Fig. 1: routed metal, one colour a layer
Two of the layers only.
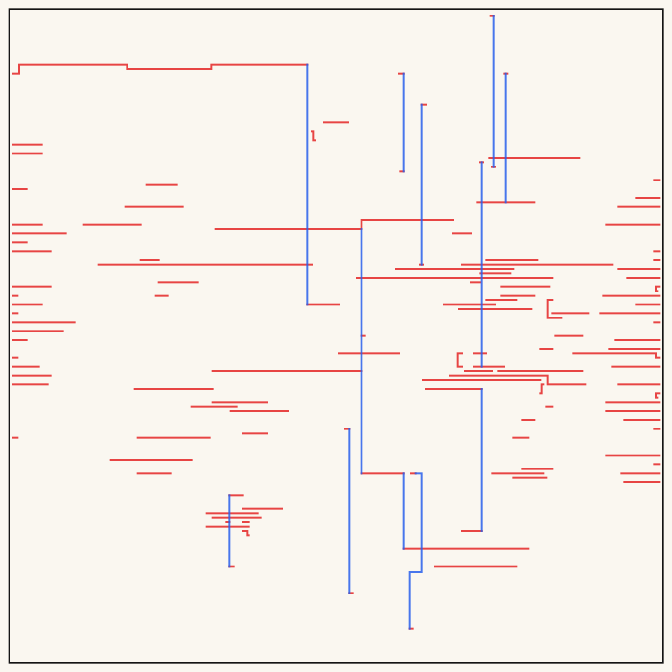
Fig. 2: pin placement
Pins as bars across the die edge, other pins in grey.
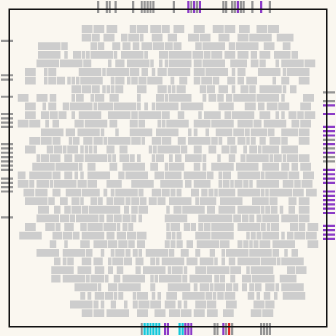
Fig. 3: register map, names as in the netlist
Other sequential cells in the stronger grey, the rest of the logic in the fainter grey.
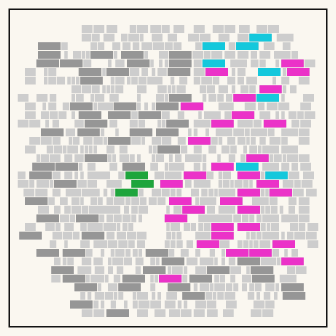
Fig. 4: track usage over the die
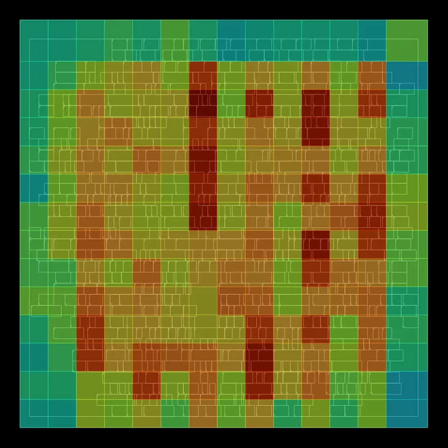
Fig. 5: the metal 3 layer
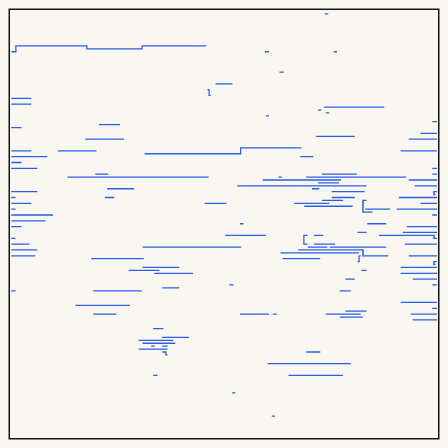
--- config.mk ---
export PLATFORM = sky130hd
export DESIGN_NAME = lif_stream_loader_flat
export DESIGN_NICKNAME = d
export VERILOG_FILES = /design/src/rtl/lif_stream_loader_if.sv /design/src/rtl/lif_stream_loader.sv /design/src/flat_wrapper.sv
export SDC_FILE = /design/constraint.sdc
export NUM_CORES = 1
export LEC_CHECK = 0
export CAP_MARGIN = 20
export CORE_MARGIN = 2
export CORE_UTILIZATION = 57
export DETAILED_ROUTE_END_ITERATION = 7
export PLACE_DENSITY_LB_ADDON = 0.3
export SLEW_MARGIN = 20
export SYNTH_ARGS = -nofsm -noshare
export SYNTH_HDL_FRONTEND = slang
export SYNTH_SLANG_ARGS = --single-unit
--- constraint.sdc ---
create_clock -name clk -period 3.66 [get_ports clk]
set_input_delay 0.366 -clock clk [delete_from_list [all_inputs] [get_ports clk]]
set_output_delay 0.366 -clock clk [all_outputs]
set_load 0.02 [all_outputs]
--- src/rtl/lif_stream_loader_if.sv ---
`default_nettype none
// ============================================================================
// Module      : lif_stream_loader_if
// Description : Host/tile signal bundle for the LIF stream loader: request
//               handshake, parallel vectors, byte bus and spike return.
// Revision    : 1.0 - initial release
// ============================================================================
interface lif_stream_loader_if #(
    parameter int N_STAGES = 5,
    parameter int RUN_BITS = 8
);
    localparam int INPUTS = 2 ** N_STAGES;

    logic                start;
    logic                ready;
    logic                load_weights;
    logic [INPUTS-1:0]   weights_in;
    logic [INPUTS-1:0]   inputs_in;
    logic [RUN_BITS-1:0] run_cycles;
    logic [7:0]          data_out;
    logic                weights_sel;
    logic                load_n;
    logic                spike_in;
    logic [RUN_BITS-1:0] spike_count;
    logic                done;

    // Host / testbench side
    modport master (
        output start, load_weights, weights_in, inputs_in, run_cycles, spike_in,
        input  ready, data_out, weights_sel, load_n, spike_count, done
    );

    // Loader side
    modport slave (
        input  start, load_weights, weights_in, inputs_in, run_cycles, spike_in,
        output ready, data_out, weights_sel, load_n, spike_count, done
    );
endinterface
`default_nettype wire

--- src/rtl/lif_stream_loader.sv ---
`default_nettype none
// ============================================================================
// Module      : lif_stream_loader
// Description : Streams a weight vector and an input vector MSB-byte-first to
//               a LIF neuron tile, then holds the tile in integrate mode for a
//               programmed window while counting returned spikes.
// Revision    : 1.0 - initial release
// ============================================================================
module lif_stream_loader #(
    parameter int N_STAGES = 5,
    parameter int RUN_BITS = 8
) (
    input  wire logic          clk,
    input  wire logic          reset,
    lif_stream_loader_if.slave bus
);
    localparam int INPUTS = 2 ** N_STAGES;
    localparam int BYTES  = INPUTS / 8;
    // Counter must index both a byte within a vector and a RUN window cycle.
    localparam int CNT_W  = (RUN_BITS > N_STAGES) ? RUN_BITS : N_STAGES;

    localparam logic [CNT_W-1:0]    c_LAST_BYTE = CNT_W'(BYTES - 1);
    localparam logic [RUN_BITS-1:0] c_SPK_MAX   = '1;

    typedef enum logic [2:0] {
        S_IDLE   = 3'd0,
        S_LOAD_W = 3'd1,
        S_LOAD_I = 3'd2,
        S_RUN    = 3'd3,
        S_DONE   = 3'd4
    } state_t;

    state_t              r_state;
    state_t              w_state_nx;
    logic [CNT_W-1:0]    r_cnt;
    logic [CNT_W-1:0]    w_cnt_nx;
    logic [CNT_W-1:0]    w_run_last;
    logic [INPUTS-1:0]   r_wsh;
    logic [INPUTS-1:0]   r_ish;
    logic [RUN_BITS-1:0] r_run;
    logic [RUN_BITS-1:0] r_spk;
    logic [7:0]          r_data;
    logic [7:0]          w_byte;
    logic                w_use_w;
    logic                w_use_i;
    logic                w_accept;
    logic                r_wsel;
    logic                r_load_n;
    logic                r_ready;
    logic                r_done;

    assign w_accept   = bus.start & r_ready;
    assign w_run_last = CNT_W'(r_run) - CNT_W'(1);

    // Next-state and byte/window counter; counter restarts on every state change.
    always_comb begin
        w_state_nx = r_state;
        w_cnt_nx   = r_cnt + CNT_W'(1);
        case (r_state)
            S_IDLE: begin
                w_cnt_nx = '0;
                if (w_accept) begin
                    w_state_nx = bus.load_weights ? S_LOAD_W : S_LOAD_I;
                end
            end
            S_LOAD_W: begin
                if (r_cnt == c_LAST_BYTE) begin
                    w_state_nx = S_LOAD_I;
                    w_cnt_nx   = '0;
                end
            end
            S_LOAD_I: begin
                if (r_cnt == c_LAST_BYTE) begin
                    w_state_nx = (r_run != '0) ? S_RUN : S_DONE;
                    w_cnt_nx   = '0;
                end
            end
            S_RUN: begin
                if (r_cnt == w_run_last) begin
                    w_state_nx = S_DONE;
                    w_cnt_nx   = '0;
                end
            end
            S_DONE: begin
                w_state_nx = S_IDLE;
                w_cnt_nx   = '0;
            end
            default: begin
                w_state_nx = S_IDLE;
                w_cnt_nx   = '0;
            end
        endcase
    end

    // Byte to present next cycle: taken straight from the port vectors on
    // accept, otherwise from the head of the active shift register.
    always_comb begin
        w_byte  = '0;
        w_use_w = 1'b0;
        w_use_i = 1'b0;
        if (w_accept) begin
            w_byte = bus.load_weights ? bus.weights_in[INPUTS-1 -: 8]
                                      : bus.inputs_in[INPUTS-1 -: 8];
        end else if (w_state_nx == S_LOAD_W) begin
            w_byte  = r_wsh[INPUTS-1 -: 8];
            w_use_w = 1'b1;
        end else if (w_state_nx == S_LOAD_I) begin
            w_byte  = r_ish[INPUTS-1 -: 8];
            w_use_i = 1'b1;
        end
    end

    // State, vector capture/shift, spike counting and registered outputs.
    always_ff @(posedge clk) begin
        if (reset) begin
            r_state  <= S_IDLE;
            r_cnt    <= '0;
            r_wsh    <= '0;
            r_ish    <= '0;
            r_run    <= '0;
            r_spk    <= '0;
            r_data   <= '0;
            r_wsel   <= 1'b0;
            r_load_n <= 1'b0;
            r_ready  <= 1'b1;
            r_done   <= 1'b0;
        end else begin
            r_state <= w_state_nx;
            r_cnt   <= w_cnt_nx;
            if (w_accept) begin
                r_run <= bus.run_cycles;
                r_spk <= '0;
                // The first byte leaves on this edge, so the vector that
                // supplies it is stored already advanced by one byte.
                if (bus.load_weights) begin
                    r_wsh <= bus.weights_in << 8;
                    r_ish <= bus.inputs_in;
                end else begin
                    r_wsh <= bus.weights_in;
                    r_ish <= bus.inputs_in << 8;
                end
            end else begin
                if (w_use_w) begin
                    r_wsh <= r_wsh << 8;
                end
                if (w_use_i) begin
                    r_ish <= r_ish << 8;
                end
                if ((r_state == S_RUN) && bus.spike_in && (r_spk != c_SPK_MAX)) begin
                    r_spk <= r_spk + RUN_BITS'(1);
                end
            end
            r_data   <= w_byte;
            r_wsel   <= (w_state_nx == S_LOAD_W);
            r_load_n <= (w_state_nx == S_RUN);
            r_ready  <= (w_state_nx == S_IDLE);
            r_done   <= (w_state_nx == S_DONE);
        end
    end

    assign bus.ready       = r_ready;
    assign bus.data_out    = r_data;
    assign bus.weights_sel = r_wsel;
    assign bus.load_n      = r_load_n;
    assign bus.spike_count = r_spk;
    assign bus.done        = r_done;

endmodule
`default_nettype wire

--- src/flat_wrapper.sv ---
// flat-port wrapper written by rule: the top's interface ports become plain ports
module lif_stream_loader_flat 
#(
    parameter int N_STAGES = 5,
    parameter int RUN_BITS = 8
)
  (clk, reset, bus_start, bus_load_weights, bus_weights_in, bus_inputs_in, bus_run_cycles, bus_spike_in, bus_ready, bus_data_out, bus_weights_sel, bus_load_n, bus_spike_count, bus_done);
  lif_stream_loader_if #(.N_STAGES(N_STAGES), .RUN_BITS(RUN_BITS)) bus_i ();
  input  wire logic clk;
  input  wire logic reset;
  input wire logic [$bits(bus_i.start)-1:0] bus_start;
  input wire logic [$bits(bus_i.load_weights)-1:0] bus_load_weights;
  input wire logic [$bits(bus_i.weights_in)-1:0] bus_weights_in;
  input wire logic [$bits(bus_i.inputs_in)-1:0] bus_inputs_in;
  input wire logic [$bits(bus_i.run_cycles)-1:0] bus_run_cycles;
  input wire logic [$bits(bus_i.spike_in)-1:0] bus_spike_in;
  output wire logic [$bits(bus_i.ready)-1:0] bus_ready;
  output wire logic [$bits(bus_i.data_out)-1:0] bus_data_out;
  output wire logic [$bits(bus_i.weights_sel)-1:0] bus_weights_sel;
  output wire logic [$bits(bus_i.load_n)-1:0] bus_load_n;
  output wire logic [$bits(bus_i.spike_count)-1:0] bus_spike_count;
  output wire logic [$bits(bus_i.done)-1:0] bus_done;
  assign bus_i.start = bus_start;
  assign bus_i.load_weights = bus_load_weights;
  assign bus_i.weights_in = bus_weights_in;
  assign bus_i.inputs_in = bus_inputs_in;
  assign bus_i.run_cycles = bus_run_cycles;
  assign bus_i.spike_in = bus_spike_in;
  assign bus_ready = bus_i.ready;
  assign bus_data_out = bus_i.data_out;
  assign bus_weights_sel = bus_i.weights_sel;
  assign bus_load_n = bus_i.load_n;
  assign bus_spike_count = bus_i.spike_count;
  assign bus_done = bus_i.done;
  lif_stream_loader #(.N_STAGES(N_STAGES), .RUN_BITS(RUN_BITS)) u_core (.clk(clk), .reset(reset), .bus(bus_i));
endmodule
==> impl_metrics.yaml <==
# implementation run metrics
grt:
  grt_start_max_net_pins: 113
  first_global_vias: 4728
  antenna_found_initial: 0
  grt_pass1_wl_mm: 22.7
setup_path:
  critPathCapture: "u_core.r_wsh[26]"
  worst-r2r-setup-slack_ps: 940
  crit_arrival_ps: 3010
sta:
  hold-worst-slack_ps: 368
  setup_ws_ps: 940
synthesis:
  simple_gate_area_share_pct: 23.3
  netlist_instances: 610
  synth_nets: 691
  ff_type: "dfxtp_1"
routing:
  routed_via_density: 6.25
  first_pass_iters: 5
  drtIter0Drc: 315
  final_antenna_net_count: 0
power:
  peakVddDrop_mv: 0.455
worst_hold_path:
  hold_path.class: "input port to flop"
placed_design:
  gp_congestion: 0.843
status:
  outcome: "finished clean"
Back to the opening pictures, Fig. 1:
- M3: red (wire length 821 um)
- M4: blue (wire length 284 um)
via count: 4,880
DR WL/cell: 17.5 um
drt total wl: 13.7 mm

Back to the opening pictures, Fig. 2:
- bus_spike_in: red (pins 1; direction input; edge bottom)
- bus_run_cycles: cyan (pins 8; direction input; edge bottom)
- bus_inputs_in: purple (pins 32; direction input; edge 21 right, 6 bottom, 5 top)

Back to the opening pictures, Fig. 3:
- u_core.r_state: green (placed flops 3)
- u_core.bus.data_out: cyan (placed flops 8; where top right)
- u_core.r_ish: magenta (placed flops 32)

Back to the opening pictures, Fig. 4:
Util after Layout: 72.2%
met3 Track Usage GR: 5.92%
met2 Usage GRT: 46.7%

Back to the opening pictures, Fig. 5:
- longest straight run: 32.7 um
- share of all routed wire: 6.0%
- wire length on this layer: 821 um
- nets with wire on the layer: 103

## worst max-delay path, cell delays in order (launching register included)
cell      delay [ps]
dfxtp_1          400
ha_1             230
or4b_4           500
o41ai_4          350
a211o_1          720
nand2_1          140
a311oi_1         280
## sequential cells by signal, summed over array words and instances (netlist names)
signal	count
u_core.r_ish	32
u_core.r_wsh	32
u_core.bus.data_out	8
u_core.bus.spike_count	8
u_core.r_cnt	8
u_core.r_run	8
u_core.r_state	3
u_core.bus.done	1
u_core.bus.load_n	1
u_core.bus.ready	1
u_core.bus.weights_sel	1
## cell families (layout without fill, tap and decap cells)
group                      Yosys count  in the layout
and+or+nand+nor                    250            250
AOI/OAI and AO/OA                  163            163
DFF                                103            103
buffers and inverters               60            123
xor gates and xnor gates            21             21
muxes                                9              9
adders and majority gates            4              4
## synthesized netlist by cell type (2+ instances only)
library cell    n  area, um^2
a211oi_1       51         383
a21o_1          2        15.0
a21oi_1        22         110
a22oi_1        17         128
a311oi_1       26         228
a311oi_2       22         330
a31oi_1         2        12.5
and2_1          2        12.5
and3_1          3        18.8
buf_1           5        18.8
buf_2           6        30.0
buf_6           3        33.8
clkbuf_1       43         161
dfxtp_1       103        2060
ha_1            4        50.1
inv_1           3        11.3
mux2i_1         9        90.1
nand2_1       116         435
nand2_2         3        18.8
nand2b_1        4        25.0
nand3_1        22         110
nand3b_1        2        15.0
nand4_1         4        25.0
nor2_1         23        86.3
nor2b_1        48         300
nor3_1          2        10.0
nor4_1          8        50.1
nor4b_1         2        17.5
o21ai_0         6        30.0
o22ai_1         8        50.1
or3_1           2        12.5
xnor2_1        11        96.3
xor2_1         10        87.6
## worst min-delay path by stage
stage,start,endpoint,depth (start not counted),slack [ps]
detailed placement,u_core.r_ish[3],u_core.r_ish[3],2,460
global route,reset,u_core.r_run[4],2,360
finish,reset,u_core.r_run[4],2,370
CTS,reset,u_core.r_run[4],2,350
global placement,u_core.r_ish[3],u_core.r_ish[3],2,450
floorplan,u_core.r_ish[0],u_core.r_ish[0],2,450
## through the flow
stage,std cells,power (uW),utilization [%]
2_1_floorplan,610,1760,-
3_3_place_gp,766,1950,70.0
3_5_place_dp,766,1970,70.0
4_1_cts,781,2670,72.1
5_1_grt,781,2800,72.2
6_report,781,2670,72.2
## area by class of cell
cell class	instances	area, um^2
timing repair buffer	105	1020
sequential	103	2060
inverter	3	11.3
tap	108	135
fill	686	2450
multi-input combinational	447	2940
clock inverter	5	57.6
clock buffer	10	128
## report_power, final
group	total [uW]	internal, uW	switching [uW]
Sequential	1290	1220	71.2
Combinational	671	281	390
Clock	709	316	393
Total	2670	1820	854
## routing by layer
| metal | share of wire [%] | vias up | GRT usage (%) |
|---|---|---|---|
| li1 | - | 2340 | - |
| met1 | 43 | 2316 | 36.5 |
| met2 | 49 | 197 | 46.7 |
| met3 | 6.0 | 27 | 5.92 |
| met4 | 2.1 | 0 | 8.75 |
| met5 | 0 | - | 0 |
No activity file was given, so power comes from the tool's default toggle rates.
